Fig. 1: run 1, metal 3
Bar = 20 um.
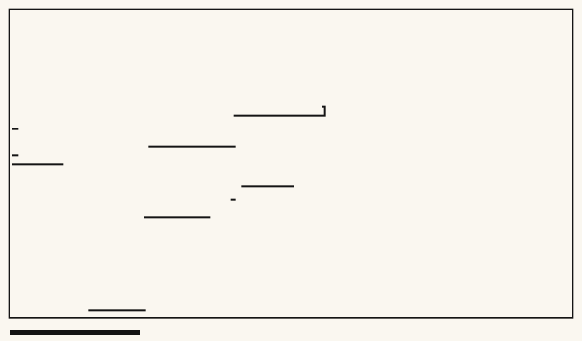
Fig. 2: run 1, placed cells, one colour a class
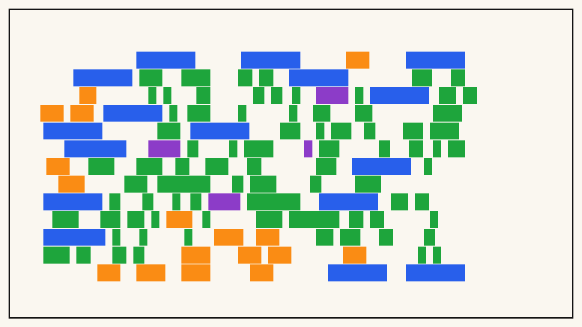
Fig. 3: run 1, cell area per tile
The die is cut into 9 by 5 equal tiles; white is low, dark blue is high, 0 to 100% covered.
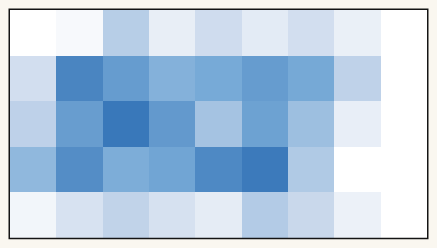
Fig. 4: run 1, sequential cells grouped by signal name
Bar = 20 um. Other sequential cells in the stronger grey, the rest of the logic in the fainter grey.
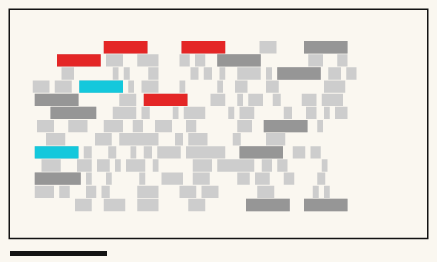
## src/rtl/vc_plane_scheduler_pkg.sv

```systemverilog
// Shared definitions for the VC plane scheduler and later output-port arbiters:
// FSM state encoding, selector-width helper and default timing constants.
package noc_vc_pkg;

    typedef enum logic [1:0] {
        IDLE   = 2'd0,
        SWITCH = 2'd1,
        DWELL  = 2'd2
    } sched_state_e;

    localparam int DEFAULT_QUANTUM  = 4;
    localparam int DEFAULT_MAX_HOLD = 8;

    // A selector never shrinks below one bit, even for a single plane.
    function automatic int sel_width(input int n);
        return (n <= 2) ? 1 : $clog2(n);
    endfunction

endpackage

```

## src/rtl/vc_plane_scheduler_rr.sv

```systemverilog
// Combinational round-robin picker: first requester strictly after ptr, wrapping,
// with ptr itself searched last. Indices >= NUM_VC never appear.
module rr_next_vc
    import noc_vc_pkg::*;
#(
    parameter int NUM_VC    = 4,
    parameter int SEL_WIDTH = sel_width(NUM_VC)
) (
    input  logic [NUM_VC-1:0]    req,
    input  logic [SEL_WIDTH-1:0] ptr,
    output logic [SEL_WIDTH-1:0] next_idx,
    output logic                 valid
);

    logic [SEL_WIDTH-1:0] idx_s;

    // Scan NUM_VC candidates starting at ptr+1; the modulo keeps every index in range.
    always_comb begin
        next_idx = {SEL_WIDTH{1'b0}};
        valid    = 1'b0;
        idx_s    = {SEL_WIDTH{1'b0}};
        for (int i = 1; i <= NUM_VC; i++) begin
            idx_s = SEL_WIDTH'((int'(ptr) + i) % NUM_VC);
            if (!valid && req[idx_s]) begin
                valid    = 1'b1;
                next_idx = idx_s;
            end else begin
                valid    = valid;
            end
        end
    end

endmodule

```

## src/rtl/vc_plane_scheduler.sv

```systemverilog
// Drives the shared VC plane selector: round-robin grants with a fixed quantum,
// bounded hold extension and a one-cycle guard slot on every plane change.
// Define VC_WEIGHT_EN to add per-plane quantum weights (vcWeight input).
module vc_plane_scheduler
    import noc_vc_pkg::*;
#(
    parameter int NUM_VC    = 4,
    parameter int SEL_WIDTH = sel_width(NUM_VC),
    parameter int QUANTUM   = DEFAULT_QUANTUM,
    parameter int CNT_WIDTH = 4,
    parameter int MAX_HOLD  = DEFAULT_MAX_HOLD
) (
    input  logic                        clk,
    input  logic                        rst,
    input  logic [NUM_VC-1:0]           vcPending,
    input  logic [NUM_VC-1:0]           vcHold,
`ifdef VC_WEIGHT_EN
    input  logic [NUM_VC*CNT_WIDTH-1:0] vcWeight,
`endif
    output logic [SEL_WIDTH-1:0]        VCPlaneSelector,
    output logic                        planeActive,
    output logic                        planeSwitch,
    output logic                        holdExpired
);

    localparam logic [CNT_WIDTH-1:0] CNT_ZERO   = CNT_WIDTH'(0);
    localparam logic [CNT_WIDTH-1:0] CNT_ONE    = CNT_WIDTH'(1);
    localparam logic [CNT_WIDTH-1:0] HOLD_LIMIT = CNT_WIDTH'(MAX_HOLD);
    localparam logic [CNT_WIDTH-1:0] BASE_Q_M1  = CNT_WIDTH'(QUANTUM - 1);
    localparam logic [SEL_WIDTH-1:0] PTR_INIT   = SEL_WIDTH'(NUM_VC - 1);

    sched_state_e         state_r;
    logic [SEL_WIDTH-1:0] sel_r;
    logic [SEL_WIDTH-1:0] ptr_r;
    logic [CNT_WIDTH-1:0] dwell_r;
    logic [CNT_WIDTH-1:0] hold_r;
    logic                 active_r;
    logic                 switch_r;
    logic                 expired_r;

    logic [SEL_WIDTH-1:0] pick_s;
    logic                 pick_valid_s;
    logic [NUM_VC-1:0]    others_s;
    logic                 cur_pend_s;
    logic                 cur_hold_s;
    logic                 other_pend_s;
    logic                 exit_eval_s;
    logic [CNT_WIDTH-1:0] entry_m1_s;
    logic [CNT_WIDTH-1:0] reload_m1_s;

    rr_next_vc #(
        .NUM_VC   (NUM_VC),
        .SEL_WIDTH(SEL_WIDTH)
    ) u_rr (
        .req     (vcPending),
        .ptr     (ptr_r),
        .next_idx(pick_s),
        .valid   (pick_valid_s)
    );

    // Per-cycle view of the granted plane versus the rest of the router.
    always_comb begin
        others_s        = vcPending;
        others_s[sel_r] = 1'b0;
        cur_pend_s      = vcPending[sel_r];
        cur_hold_s      = vcHold[sel_r];
        other_pend_s    = |others_s;
        exit_eval_s     = (dwell_r == CNT_ZERO) || (!cur_pend_s && !cur_hold_s);
    end

`ifdef VC_WEIGHT_EN
    logic [CNT_WIDTH-1:0] weight_s;
    logic [CNT_WIDTH-1:0] reload_r;

    // A zero weight still grants one cycle so the plane cannot be starved.
    always_comb begin
        weight_s = vcWeight[sel_r*CNT_WIDTH +: CNT_WIDTH];
        if (weight_s == CNT_ZERO) begin
            entry_m1_s = CNT_ZERO;
        end else begin
            entry_m1_s = weight_s - CNT_ONE;
        end
        reload_m1_s = reload_r;
    end

    // Weight is captured in the guard cycle and reused for same-plane reloads.
    always_ff @(posedge clk or negedge rst) begin
        if (!rst) begin
            reload_r <= CNT_ZERO;
        end else if (state_r == SWITCH) begin
            reload_r <= entry_m1_s;
        end else begin
            reload_r <= reload_r;
        end
    end
`else
    assign entry_m1_s  = BASE_Q_M1;
    assign reload_m1_s = BASE_Q_M1;
`endif

    // Scheduler FSM; the selector is loaded on entry to SWITCH so downstream
    // routing state sees the new plane during the whole guard cycle.
    always_ff @(posedge clk or negedge rst) begin
        if (!rst) begin
            state_r   <= IDLE;
            sel_r     <= {SEL_WIDTH{1'b0}};
            ptr_r     <= PTR_INIT;
            dwell_r   <= CNT_ZERO;
            hold_r    <= CNT_ZERO;
            active_r  <= 1'b0;
            switch_r  <= 1'b0;
            expired_r <= 1'b0;
        end else begin
            switch_r  <= 1'b0;
            expired_r <= 1'b0;
            case (state_r)
                IDLE: begin
                    active_r <= 1'b0;
                    if (pick_valid_s) begin
                        state_r  <= SWITCH;
                        sel_r    <= pick_s;
                        ptr_r    <= pick_s;
                        switch_r <= 1'b1;
                    end else begin
                        state_r  <= IDLE;
                    end
                end
                SWITCH: begin
                    state_r  <= DWELL;
                    dwell_r  <= entry_m1_s;
                    hold_r   <= CNT_ZERO;
                    active_r <= 1'b1;
                end
                DWELL: begin
                    if (!exit_eval_s) begin
                        dwell_r <= dwell_r - CNT_ONE;
                    end else if (cur_hold_s && other_pend_s) begin
                        if (hold_r < HOLD_LIMIT) begin
                            hold_r    <= hold_r + CNT_ONE;
                        end else begin
                            expired_r <= 1'b1;
                            state_r   <= SWITCH;
                            sel_r     <= pick_s;
                            ptr_r     <= pick_s;
                            switch_r  <= 1'b1;
                            active_r  <= 1'b0;
                        end
                    end else if (cur_hold_s) begin
                        hold_r   <= hold_r;
                    end else if (other_pend_s) begin
                        state_r  <= SWITCH;
                        sel_r    <= pick_s;
                        ptr_r    <= pick_s;
                        switch_r <= 1'b1;
                        active_r <= 1'b0;
                    end else if (cur_pend_s) begin
                        dwell_r  <= reload_m1_s;
                    end else begin
                        state_r  <= IDLE;
                        active_r <= 1'b0;
                    end
                end
                default: begin
                    state_r  <= IDLE;
                    active_r <= 1'b0;
                end
            endcase
        end
    end

    assign VCPlaneSelector = sel_r;
    assign planeActive     = active_r;
    assign planeSwitch     = switch_r;
    assign holdExpired     = expired_r;

endmodule

```

## config.mk

```make
export PLATFORM = sky130hd
export DESIGN_NAME = vc_plane_scheduler
export DESIGN_NICKNAME = d
export VERILOG_FILES = /design/src/rtl/vc_plane_scheduler_pkg.sv /design/src/rtl/vc_plane_scheduler_rr.sv /design/src/rtl/vc_plane_scheduler.sv
export SDC_FILE = /design/constraint.sdc
export NUM_CORES = 1
export LEC_CHECK = 0
export ABC_CLOCK_PERIOD_IN_PS = 2600
export CAP_MARGIN = 20
export CELL_PAD_IN_SITES_DETAIL_PLACEMENT = 1
export CELL_PAD_IN_SITES_GLOBAL_PLACEMENT = 2
export CORE_ASPECT_RATIO = 0.5
export CORE_MARGIN = 4
export CORE_UTILIZATION = 33
export CTS_CLUSTER_DIAMETER = 200
export DETAILED_ROUTE_END_ITERATION = 7
export GPL_TIMING_DRIVEN = 0
export PLACE_DENSITY = 0.85
export SYNTH_ARGS = -nofsm -noshare
export SYNTH_HDL_FRONTEND = slang
export SYNTH_SLANG_ARGS = --single-unit
```

## constraint.sdc

```tcl
create_clock -name clk -period 2.6 [get_ports clk]
set_input_delay 0.65 -clock clk [delete_from_list [all_inputs] [get_ports clk]]
set_output_delay 0.65 -clock clk [all_outputs]
set_load 0.01 [all_outputs]
```

==> flow_summary.toml, run 1 <==
# implementation run metrics
[outcome]
status = "complete, no violations"

[yosys]
ys_seq_elements = 16
synth-area-yosys_sq_um = 1010
netlist_area_sq_um = 1010
ys_seq_share_pct = 39.9
synth_top_cell_by_count = "dfrtp_1"
ys_sh_aoi_pct = 19.6
synth.yosys.num_cells = 98
adder_share_pct = 3.71
ys_types = 36
ys_sh_simple_pct = 17.7
ys_async_sr_fraction_pct = 100
yosysWarnings = 0
synthTopCellsByCount = "dfrtp_1 (14), nor2_1 (8), nand2_1 (7), nand2b_1 (6)"
yosysTopAreaCell = "dfrtp_1"
mux_share_pct = 15.1
top_area_share_pct = 34.7
syn-num-nets = 111

[power]
peakVddDrop_v = 0.000516
combinationalPowerShare_pct = 51.7
clkPwrFrac_pct = 15.0
leakage_uw = 0.000558
p_total_uw = 1290
seqPwrFrac_pct = 33.4
switching_power_uw = 495
largestPowerGroup = "combinational cells"
swShare_pct = 38.4
cellPowerDensity_nw_per_um2 = 1020
p_clk_uw = 193
intPower_uw = 795

[cts]
htreeDepth = 1
root_buffer = "clkbuf_8"
numCtsBuffers = 3
cts.sinks = 16
clockBufferDepth = 2
path_clk_slew_ns = 0.06

[timing]
setup_viol = 0
fin_skew_ns = 0.00747
hold_viol = 0
clock.fmax_mhz = 401

[grt]
grt_overflow_total = 0
first_global_vias = 839
grt_pass1_wl_um = 4050
grtUsageTotal_pct = 13.0

[job]
cap_violations = 0
warnings = 27

[place]
hpwl_um = 1720
place.gp.congestion = 0.757

[routing]
drtIter0Drc = 77
viasPerCell = 5.29
firstDrtPassIters = 4
drc_errors = 0
drtAntennaViolNets = 0
vias = 815

[layout]
diodes = 0
final_cell_area_sq_um = 1260
logic_area_sq_um = 572
mostFrequentLayoutCells = "dfrtp_1 (14), clkdlybuf4s50_1 (10), nor2_1 (8), nand2_1 (7), nand2b_1 (6)"

[floorplanning]
ios = 15
chip_area_sq_um = 4070
die.size.x_um = 86.3

[setup_path]
crit_path_end_kind = "register"
slowest_stage = "mux4_2"
reg2reg_slack_ns = 0.28
cp_cell_sequence = "clkdlybuf4s50_1 > mux4_2 > nor2_4 > a21oi_2 > o31ai_4 > mux2_1"

[min_path]
hp-class = "reg -> reg"
About Fig. 1:
longest straight run: 13.8 um
nets with wire on the layer: 6
main direction: horizontal

About Fig. 2:
[flops] blue | cells: 16 | share of their area: 33%
[other buffers and delay cells] orange | cells: 17 | share of their area: 15%
[clock drivers and dummy loads] purple | cells: 4 | share of their area: 3.7%
[combinational and other logic] green | cells: 80 | share of their area: 48%
Rows: 13
Layout Utilization: 46.0%
sequential cell area share: 31.8%

About Fig. 3:
fullest tile: 71%
mean over tiles: 30%
emptiest ninth of the die: lower right
nearly empty tiles: 16%
core area: 2750 sq um
Init Core Util: 36.8%

About Fig. 4:
[VCPlaneSelector] cyan | flops: 2
[hold_r] red | flops: 4
not coloured: 10
P_seq: 430 uW
sequential cell area: 403 sq um

run 1: state kept, by name (all words and copies together) (netlist names):
signal and cells:
planeSwitch 1, ptr_r 2, holdExpired 1, VCPlaneSelector 2, state_r 1, dwell_r 4, hold_r 4, planeActive 1
run 1: stage by stage:
step	hold slack [ns]	worst slack, ns	util (%)	instances	setup TNS (ns)
finish	0.512	0.108	46.0	154	0
global placement	0.501	-0.190	43.6	149	-0.674
global route	0.568	0.0250	46.0	154	0
CTS	0.518	0.0470	45.2	153	0
floorplan	0.354	0.494	-	98	0
detailed placement	0.511	-0.215	43.6	149	-0.747
run 1: cell type report:
cell class / instances / share of cell area [%]
inverters: 5 / 1.48
flip-flops and latches: 16 / 31.8
well taps: 37 / 3.66
multi-input cells: 75 / 45.2
clock buffers: 4 / 3.56
repair buffers: 15 / 12.5
plain buffers: 2 / 1.78
run 1: worst max-delay path, delay by kind of cell:
family | cells | cell delay (ns)
simple gates | 1 | 0.16
mux | 2 | 0.91
compound gates | 2 | 0.47
buf+inv | 1 | 0.42
run 1: what timing repair did:
item / in CTS / in global routing
setup buffers: 0 / 1
hold endpoints to repair: 0 / 0
setup endpoints to repair: 0 / 4
gates resized: 0 / 5
hold buffers: 0 / 0
run 1: final timing paths:
path,from,endpoint,cells past startpoint
worst max-delay path,vcHold[3],VCPlaneSelector[0],6
worst min-delay path,hold_r[0],hold_r[0],1
worst max register to register,dwell_r[0],VCPlaneSelector[0],6
worst min register to register,hold_r[0],hold_r[0],1
max in group asynchronous,rst,hold_r[1],1
min in group asynchronous,rst,hold_r[2],1
run 1: per-layer routing:
metal  vias up  GRT usage, %  part of all wire (%)  wire [um]
li1        402             -                     -          -
met1       398          17.9                    50       1110
met2        10          20.8                    46       1010
met3         5          3.33                   2.9         63
met4         0          3.73                   1.2         27
met5         -             0                     0          0
==> run 1 -> run 2 <==
Settings changed: ABC_CLOCK_PERIOD_IN_PS 2600 to not set, HOLD_SLACK_MARGIN set to 0.1.
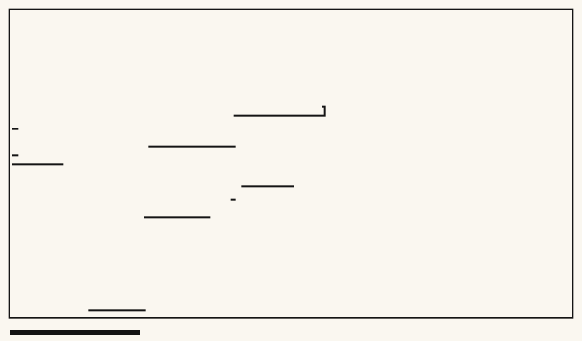
Fig. 5. Metal 3 (run 2).
Bar = 20 um.
main direction: horizontal
longest straight run: 13.8 um
wire length on this layer: 63.9 um
Routed WL: 2210 um
via count: 815
grt met3 use: 3.33%

==> flow_summary.toml, run 2 <==
# implementation run metrics
[floorplanning]
core_area_sq_um = 2750
ios = 15
chip_area_sq_um = 4070
die.size.y_um = 47.1
initCoreUtil_pct = 36.8
die.size.x_um = 86.3
std_cell_rows = 13

[setup_path]
reg2reg_depth = 6
cp_cell_sequence = "clkdlybuf4s50_1 > mux4_2 > nor2_4 > a21oi_2 > o31ai_4 > mux2_1"
cp_top_family = "multiplexers"
path_depth = 6
worst-path-buf-inv = 1
crit_path_end_kind = "register"
slowest_stage = "mux4_2"

[layout]
final_cell_area_sq_um = 1260
mostFrequentLayoutCells = "dfrtp_1 (14), clkdlybuf4s50_1 (10), nor2_1 (8), nand2_1 (7), nand2b_1 (6)"
reg_top3 = "dwell_r (4), hold_r (4)"
final_cells = 154
diodes = 0
post-route-util_pct = 46.0

[cts]
clockBufferDepth = 2
numCtsBuffers = 3
path_clk_slew_ns = 0.06
cts.sinks = 16

[yosys]
ys_seq_elements = 16
ys_async_sr_fraction_pct = 100
synth-area-yosys_sq_um = 1010
top_area_share_pct = 34.7
syn-num-nets = 111
synth.yosys.num_cells = 98
yosysTopAreaCell = "dfrtp_1"
netlist_area_sq_um = 1010
ys_seq_share_pct = 39.9
synth_top_cell_by_count = "dfrtp_1"
yosysWarnings = 0
ys_types = 36

[place]
dp_cells = 149
place.gp.congestion = 0.757
pre_cts_ws_ns = -0.215
hpwl_um = 1720

[grt]
grt_max_degree = 17
grtUsageTotal_pct = 13.0
grt_pass1_wl_um = 4050
grt_overflow_total = 0
first_global_vias = 839

[power]
leakage_uw = 0.000558
cellPowerDensity_nw_per_um2 = 1020
peakVddDrop_v = 0.000516
p_total_uw = 1290

[job]
warnings = 27
cap_violations = 0

[routing]
drtAntennaViolNets = 0
viasPerCell = 5.29
firstDrtPassIters = 4
drtIter0Drc = 77
drc_errors = 0

[timing]
setup_viol = 0
clock.fmax_mhz = 401
whs_ns = 0.512
setup_slack_ns = 0.108
fin_skew_ns = 0.00747
hold_viol = 0

[min_path]
hold_path_depth = 1
hp-class = "reg -> reg"

[outcome]
status = "complete, no violations"
## run 2: cell counts in the layout (fill, tap and decap cells not counted)
No cell type changed its count.
## run 2: repair_timing
action                                  CTS  global route
setup buffers                             0             1
gates resized                             0             5
endpoints found under the setup margin    0             4
hold buffers                              0             0
## run 2: logic make-up (layout without fill, tap and decap cells)
| logic type | Yosys count | count (layout) | share of synthesized area, % |
|---|---|---|---|
| DFF | 16 | 16 | 39.9 |
| adders and majority gates | 3 | 3 | 3.71 |
| AOI/OAI and AO/OA | 26 | 26 | 19.6 |
| and+or+nand+nor | 34 | 34 | 17.7 |
| buffers and inverters | 7 | 26 | 4.08 |
| muxes | 12 | 12 | 15.1 |
## run 2: layout make-up
cell class,count,area (sq um)
plain buffers,2,22.5
clock buffers,4,45.0
fillers,315,1480
inverters,5,18.8
multi-input cells,75,572
flip-flops and latches,16,403
well taps,37,46.3
repair buffers,15,158
## run 2: path summary, 6_finish.rpt
path	slack [ns]	startpoint	endpoint
max reg2reg	0.28	dwell_r[0]	VCPlaneSelector[0]
min	0.51	hold_r[0]	hold_r[0]
max in group asynchronous	1.30	rst	hold_r[1]
max	0.11	vcHold[3]	VCPlaneSelector[0]
min in group asynchronous	0.83	rst	hold_r[2]
min reg2reg	0.51	hold_r[0]	hold_r[0]
## run 2: where the power goes
group | leakage [uW] | total, uW | switching, uW | internal [uW]
clock | 0.0000228 | 193 | 84.2 | 109
sequential | 0.000199 | 430 | 85.5 | 345
combinational | 0.000337 | 666 | 325 | 341
total | 0.000558 | 1290 | 495 | 795
## run 2: metal layers
metal | global-route usage [%] | part of all wire, % | vias up
met5 | 0 | 0 | -
met4 | 3.73 | 1.2 | 0
met3 | 3.33 | 2.9 | 5
met2 | 20.8 | 46 | 10
met1 | 17.9 | 50 | 398
li1 | - | - | 402
Fig. 6: run 2, sequential cells grouped by signal name
Bar = 20 um. Other sequential cells in the stronger grey, the rest of the logic in the fainter grey.
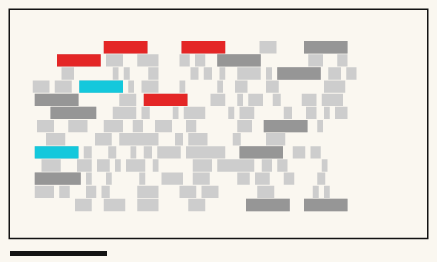

==> run 2 -> run 3 <==
Settings changed: CORE_MARGIN 4 to 2.
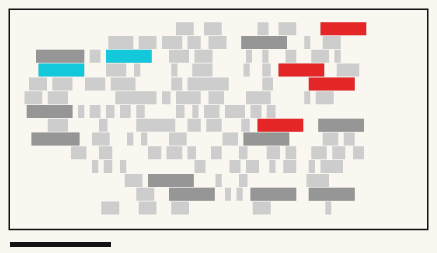
Fig. 7. Sequential cells grouped by signal name (run 3).
Bar = 20 um. Other sequential cells in the stronger grey, the rest of the logic in the fainter grey.
P_seq: 432 uW
Layout Utilization: 42.4%
sequential cell area share: 32.1%

==> flow_summary.toml, run 3 <==
# implementation run metrics
[floorplanning]
core_area_sq_um = 2960
chip_area_sq_um = 3550
initCoreUtil_pct = 34.2
std_cell_rows = 14
die.size.y_um = 43.1
ios = 15
die.size.x_um = 82.3

[timing]
max-slew-margin-rel_pct = 50.0
hold_viol = 0
setup_slack_ns = 0.106
setup_viol = 0
clock.fmax_mhz = 401
whs_ns = 0.519
slew_viol_final = 0
fin_skew_ns = 0.00146

[setup_path]
cp_cell_sequence = "clkdlybuf4s50_1 > mux4_2 > nor2_4 > a21oi_2 > o31ai_4 > mux2_1"
crit_start = "vcPending[3]"
r2r_start = "dwell_r[1]"
crit_path_end_kind = "register"
slowest_stage = "mux4_2"

[routing]
firstDrtPassIters = 4
drc_errors = 0
viasPerCell = 5.17
drtIter0Drc = 22
drt_wl_total_um = 2140
drtAntennaViolNets = 0

[yosys]
synth_top_cell_by_count = "dfrtp_1"
ys_seq_share_pct = 39.9
yosysWarnings = 0
syn-num-nets = 111
ys_seq_elements = 16
synth.yosys.num_cells = 98
synth-area-yosys_sq_um = 1010
ys_types = 36
netlist_area_sq_um = 1010
top_area_share_pct = 34.7
yosysTopAreaCell = "dfrtp_1"

[grt]
grt_pass1_wl_um = 3710
grtUsageTotal_pct = 14.2
grt_max_degree = 17
first_global_vias = 804
grt_overflow_total = 0

[power]
intPower_uw = 804
seqPwrFrac_pct = 33.6
switching_power_uw = 481
p_total_uw = 1280
leakage_uw = 0.000523
peakVddDrop_v = 0.000631
combinationalPowerShare_pct = 49.1
cellPowerDensity_nw_per_um2 = 1020
clkPwrFrac_pct = 17.3
swShare_pct = 37.4

[place]
hpwl_um = 1660
pre_cts_ws_ns = -0.174
dp_cells = 152
place.gp.congestion = 0.755

[layout]
final_cells = 156
mostFrequentLayoutCells = "dfrtp_1 (14), clkdlybuf4s50_1 (14), nor2_1 (8), nand2_1 (7), nand2b_1 (6)"
reg_top3 = "dwell_r (4), hold_r (4)"
drive_gt1_share_pct = 14.7
diodes = 0

[outcome]
status = "complete, no violations"

[cts]
clockBufferDepth = 2
cts.sinks = 16
root_buffer = "clkbuf_8"
path_clk_slew_ns = 0.06
cts.repair_timing.setup_buffer_count = 0
cts_hold_buf = 0
postCtsResizedCells = 0

[job]
cap_violations = 0
warnings = 27

[min_path]
hp-start = "hold_r[0]"
-- run 3: cell counts after synthesis --
Identical to the previous run, type by type.
-- run 3: worst max-delay path: cells and delay by family --
family	cells	cell delay, ns
muxes	2	0.92
buffers and inverters	1	0.53
AOI/OAI and AO/OA	2	0.39
and+or+nand+nor	1	0.13
-- run 3: final cells by class --
class                           instances  area (sq um)
Multi-Input combinational cell         75           567
Inverter                                5          18.8
Buffer                                  2          22.5
Fill cell                             345          1700
Timing Repair Buffer                   14           140
Tap cell                               40          50.0
Sequential cell                        16           403
Clock buffer                            4          55.1
-- run 3: path summary, 6_finish.rpt --
path / end / slack (ns) / cells past startpoint
worst min register to register: hold_r[0] / 0.52 / 1
max in group asynchronous: holdExpired / 1.29 / 1
worst min-delay path: hold_r[0] / 0.52 / 1
worst max register to register: VCPlaneSelector[0] / 0.39 / 6
min in group asynchronous: planeSwitch / 0.84 / 1
worst max-delay path: VCPlaneSelector[0] / 0.11 / 6
-- run 3: power by group through the flow --
stage / logic (uW) / registers [uW] / clock network (uW)
floorplan: 457 / 431 / 0
global placement: 630 / 432 / 0
detailed placement: 640 / 436 / 0
CTS: 643 / 433 / 229
global route: 704 / 450 / 242
finish: 631 / 432 / 222
-- run 3: kinds of logic (layout without fill, tap and decap cells) --
| logic type | count (synthesis) | after routing | synth area share [%] |
|---|---|---|---|
| buf+inv | 7 | 25 | 4.08 |
| fa+ha+maj | 3 | 3 | 3.71 |
| compound gates | 26 | 26 | 19.6 |
| mux | 12 | 12 | 15.1 |
| simple gates | 34 | 34 | 17.7 |
| flops | 16 | 16 | 39.9 |
-- run 3: layer usage --
layer  GRT usage [%]  part of all wire [%]  vias to the layer above
met5               0                     0                        -
met1            18.4                    49                      397
met3            5.32                   3.2                        4
met2            22.7                    47                        7
li1                -                     -                      399
met4            3.00                  0.84                        0
Power is estimated from default activity; no workload was simulated.
